<file path="src/rtl/aibcr3_txdig_ctl.sv">
// aibcr3_txdig_ctl
// Transmit-side digital control for one AIB IO. Decodes the 3-bit itxen mode,
// sequences driver wake (ARM preamble) and drain, and formats DDR / SDR /
// clock-pattern data into a fixed-depth pipeline that feeds the pad serializer.
// odat0 carries the rising-half bit and odat1 the falling-half bit.

module aibcr3_txdig_ctl #(
   parameter int unsigned WAKE_CYC  = 4,
   parameter int unsigned DRAIN_CYC = 2,
   parameter int unsigned PIPE_STG  = 2,
   parameter int unsigned CNT_W     = 4
) (
   input  logic       iclkin_dist,
   input  logic       irst,
   input  logic       ipadrstb,
   input  logic [2:0] itxen,
   input  logic       idat0,
   input  logic       idat1,
   input  logic       iasync_dat,
   output logic       odat0,
   output logic       odat1,
   output logic       oasync_dat,
   output logic       otx_oe,
   output logic       owkpd_en,
   output logic       otx_ready
);

   // Mode encodings shared with the RX digital.
   localparam logic [2:0] MODE_ASYNC = 3'b000;
   localparam logic [2:0] MODE_DDR   = 3'b001;
   localparam logic [2:0] MODE_DIS   = 3'b010;
   localparam logic [2:0] MODE_CLK   = 3'b011;
   localparam logic [2:0] MODE_SDR   = 3'b100;

   // Counter reload values: the preamble and the drain both count down to zero.
   // The drain covers the words still in the pipeline plus the driven-zero tail.
   localparam logic [CNT_W-1:0] WAKE_LOAD  = CNT_W'(WAKE_CYC - 1);
   localparam logic [CNT_W-1:0] DRAIN_LOAD = CNT_W'(PIPE_STG + DRAIN_CYC - 1);
   localparam logic [CNT_W-1:0] CNT_ZERO   = {CNT_W{1'b0}};
   localparam logic [CNT_W-1:0] CNT_ONE    = {{(CNT_W-1){1'b0}}, 1'b1};

   typedef enum logic [1:0] {
      ST_OFF   = 2'd0,
      ST_ARM   = 2'd1,
      ST_ON    = 2'd2,
      ST_DRAIN = 2'd3
   } state_t;

   state_t                     state_r;
   state_t                     state_nxt_s;
   logic [CNT_W-1:0]           cnt_r;
   logic [CNT_W-1:0]           cnt_nxt_s;
   logic [2:0]                 act_mode_r;
   logic [2:0]                 act_mode_nxt_s;
   logic [2:0]                 eff_mode_s;
   logic [1:0]                 pipe_in_s;
   logic [PIPE_STG-1:0][1:0]   pipe_r;
   logic                       oe_r;

   // Effective mode: pad reset forces disable, reserved encodings act as disable.
   always_comb begin
      eff_mode_s = MODE_DIS;
      if (ipadrstb) begin
         case (itxen)
            MODE_ASYNC, MODE_DDR, MODE_CLK, MODE_SDR: eff_mode_s = itxen;
            default:                                  eff_mode_s = MODE_DIS;
         endcase
      end else begin
         eff_mode_s = MODE_DIS;
      end
   end

   // Next-state, counter and latched-mode logic for the wake/on/drain sequencer.
   always_comb begin
      state_nxt_s    = state_r;
      cnt_nxt_s      = cnt_r;
      act_mode_nxt_s = act_mode_r;
      case (state_r)
         ST_OFF: begin
            if (eff_mode_s != MODE_DIS) begin
               state_nxt_s    = ST_ARM;
               cnt_nxt_s      = WAKE_LOAD;
               act_mode_nxt_s = eff_mode_s;
            end else begin
               state_nxt_s = ST_OFF;
            end
         end
         ST_ARM: begin
            if (eff_mode_s == MODE_DIS) begin
               // Nothing has been sent yet, so release without a drain.
               state_nxt_s = ST_OFF;
               cnt_nxt_s   = CNT_ZERO;
            end else if (eff_mode_s != act_mode_r) begin
               // Mode changed mid-preamble: restart the full preamble.
               state_nxt_s    = ST_ARM;
               cnt_nxt_s      = WAKE_LOAD;
               act_mode_nxt_s = eff_mode_s;
            end else if (cnt_r == CNT_ZERO) begin
               state_nxt_s = ST_ON;
            end else begin
               cnt_nxt_s = cnt_r - CNT_ONE;
            end
         end
         ST_ON: begin
            if (eff_mode_s != act_mode_r) begin
               state_nxt_s = ST_DRAIN;
               cnt_nxt_s   = DRAIN_LOAD;
            end else begin
               state_nxt_s = ST_ON;
            end
         end
         ST_DRAIN: begin
            // itxen is not looked at until the pipeline and tail are flushed.
            if (cnt_r == CNT_ZERO) begin
               if (eff_mode_s == MODE_DIS) begin
                  state_nxt_s = ST_OFF;
               end else begin
                  state_nxt_s    = ST_ARM;
                  cnt_nxt_s      = WAKE_LOAD;
                  act_mode_nxt_s = eff_mode_s;
               end
            end else begin
               cnt_nxt_s = cnt_r - CNT_ONE;
            end
         end
         default: begin
            state_nxt_s    = ST_OFF;
            cnt_nxt_s      = CNT_ZERO;
            act_mode_nxt_s = MODE_DIS;
         end
      endcase
   end

   // Pipeline input word {rising, falling}: real data only while ON.
   always_comb begin
      pipe_in_s = 2'b00;
      if (state_r == ST_ON) begin
         case (act_mode_r)
            MODE_DDR: pipe_in_s = {idat0, idat1};
            MODE_SDR: pipe_in_s = {idat0, idat0};
            MODE_CLK: pipe_in_s = 2'b10;
            default:  pipe_in_s = 2'b00;
         endcase
      end else begin
         pipe_in_s = 2'b00;
      end
   end

   // Sequencer registers; the driver enable is registered from the next state
   // so it rises on the OFF->ARM edge and falls on the DRAIN->OFF edge.
   always_ff @(posedge iclkin_dist) begin
      if (irst) begin
         state_r    <= ST_OFF;
         cnt_r      <= CNT_ZERO;
         act_mode_r <= MODE_DIS;
         oe_r       <= 1'b0;
      end else begin
         state_r    <= state_nxt_s;
         cnt_r      <= cnt_nxt_s;
         act_mode_r <= act_mode_nxt_s;
         oe_r       <= (state_nxt_s != ST_OFF);
      end
   end

   // Data pipeline: stage 0 takes the formatted word, the last stage drives odat.
   always_ff @(posedge iclkin_dist) begin
      if (irst) begin
         pipe_r <= '0;
      end else begin
         for (int i = PIPE_STG - 1; i > 0; i--) begin
            pipe_r[i] <= pipe_r[i-1];
         end
         pipe_r[0] <= pipe_in_s;
      end
   end

   assign odat0      = pipe_r[PIPE_STG-1][1];
   assign odat1      = pipe_r[PIPE_STG-1][0];
   assign otx_oe     = oe_r;
   assign owkpd_en   = ~oe_r;
   assign otx_ready  = (state_r == ST_ON) &&
                       ((act_mode_r == MODE_DDR) || (act_mode_r == MODE_SDR));
   assign oasync_dat = iasync_dat & (state_r == ST_ON) & (act_mode_r == MODE_ASYNC);

endmodule
</file>
<file path="config.mk">
export PLATFORM = sky130hd
export DESIGN_NAME = aibcr3_txdig_ctl
export DESIGN_NICKNAME = d
export VERILOG_FILES = /design/src/rtl/aibcr3_txdig_ctl.sv
export SDC_FILE = /design/constraint.sdc
export NUM_CORES = 1
export LEC_CHECK = 0
export CORE_ASPECT_RATIO = 1.25
export CORE_MARGIN = 1.5
export CORE_UTILIZATION = 51
export CTS_CLUSTER_DIAMETER = 100
export CTS_CLUSTER_SIZE = 40
export DETAILED_ROUTE_END_ITERATION = 10
export PLACE_DENSITY_LB_ADDON = 0.08
export SYNTH_ARGS = -nofsm -noshare
export SYNTH_HDL_FRONTEND = slang
export SYNTH_SLANG_ARGS = --single-unit
export TNS_END_PERCENT = 50
</file>
<file path="constraint.sdc">
create_clock -name iclkin_dist -period 2.5 [get_ports iclkin_dist]
set_input_delay 0.5 -clock iclkin_dist [delete_from_list [all_inputs] [get_ports iclkin_dist]]
set_output_delay 0.5 -clock iclkin_dist [all_outputs]
set_load 0.02 [all_outputs]
</file>
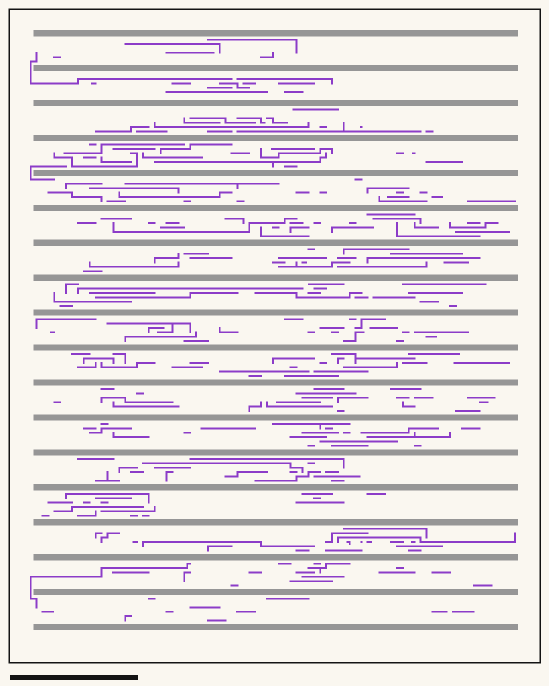
**Above:** the metal 1 layer.
The bar under the picture is 10 um long. Supply wires on this layer in grey.
nets with wire on the layer	128
wire length on this layer	841 um

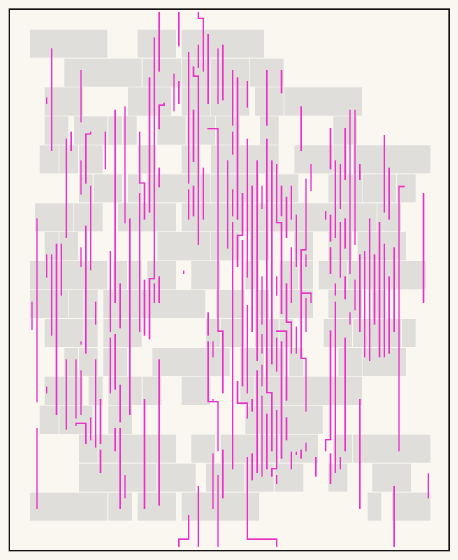
**Above:** met2 routing.
Cells faint in the background.
wire length on this layer	1,090 um
main direction	vertical
longest straight run	24.8 um
share of all routed wire	55%

==> results_dict.tcl <==
# implementation run metrics
set metrics [dict create \
    drt_wl_total_mm 1.99 \
    worst_setup_path_start_kind "flop" \
    grt_antenna_before_repair 0 \
    ant_nets 0 \
    total_power_mw 0.537 \
    wl_per_cell_um 13.6 \
    netSwitchingPower_mw 0.157 \
    taps 19 \
    worstSkewPairLatency_ps 290 \
    fp_util_pct 53.4 \
    rows 17 \
    die_h_um 50.8 \
    worstSetupPathType "reg2out" \
    yosys_area_um2 931 \
    setup_ws_ps 197 \
    p_comb_share_pct 23.6 \
    post-dp-hpwl_mm 1.58 \
    clkCellAreaFrac_pct 3.09 \
    synthCells 105 \
    comb_power_mw 0.126 \
    slew_violations 0 \
    ys_cells 105 \
    first_pass_iters 4 \
    synthSimpleGateAreaFrac_pct 33.3 \
    peakVddDrop_v 0.000283 \
    postSynthSeqShare_pct 30.1 \
    cts-root-buf "clkbuf_4" \
    status "complete, no violations" \
    fin_tns_setup_ps 0 \
    rsz0062_at_grt "false" \
    cp_top_family "buffers and inverters" \
    port_buffers 14 \
    edf_count 0 \
    r2r-end "cnt_r[3]$_SDFFE_PP0P_" \
    cts_tree "done" \
    diodes 0 \
    synth.distinct_cells 46 \
    dp.cells 143 \
    critPathSlowestCell "clkdlybuf4s50_1" \
    cp-end-kind "output port" \
    avgSynthCellArea_um2 8.87 \
    seq_share_pct 23.9 \
    grt_max_degree 13 \
    drc 0 \
    cts_setup_buffers 0 \
    rr_worst_depth 6 \
    p_int_mw 0.380 \
    cts_hold_buf 0 \
    mux_share_pct 1.08 \
    synthArstFlopShare_pct 0 \
    yosysTopAreaCellShare_pct 30.1 \
    pin_count 15 \
]
==> placed cells by master, fill, tap and decap left out, types with 2 or more instances in the layout <==
| master | instances |
|---|---|
| nand2_1 | 11 |
| nor2_1 | 7 |
| dfxtp_1 | 14 |
| nor2b_1 | 6 |
| inv_1 | 6 |
| o21ai_0 | 4 |
| ha_1 | 2 |
| nand2b_1 | 6 |
| nor3_1 | 5 |
| o31a_1 | 2 |
| buf_4 | 8 |
| a21oi_1 | 5 |
| nand3_1 | 2 |
| clkbuf_4 | 3 |
| clkdlybuf4s50_1 | 14 |
| o21ai_1 | 2 |
==> layer usage <==
| metal | part of all wire (%) | global-route usage (%) |
|---|---|---|
| met4 | 0.85 | 9.68 |
| met1 | 42 | 24.2 |
| met3 | 2.1 | 2.65 |
| met2 | 55 | 41.1 |
| met5 | 0 | 0 |
==> worst min-delay path by stage <==
stage	end	cells past startpoint
6_report	odat0$_SDFF_PP0_	1
5_1_grt	odat1$_SDFF_PP0_	1
4_1_cts	odat0$_SDFF_PP0_	1
3_5_place_dp	odat0$_SDFF_PP0_	1
3_3_place_gp	odat0$_SDFF_PP0_	1
2_1_floorplan	odat0$_SDFF_PP0_	1
==> registers in the layout, summed over array words and instances (netlist names) <==
name,flops
odat1,1
pipe_r,2
act_mode_r,3
cnt_r,4
odat0,1
otx_oe,1
state_r,2
==> cell usage after synthesis (2+ instances only) <==
library cell  number
nand3_1            2
nand2b_1           6
o31a_1             2
nor2_1             7
o21ai_1            2
a21oi_1            5
nor2b_1            6
ha_1               2
nor3_1             5
o21ai_0            4
nand2_1           11
inv_1              6
dfxtp_1           14
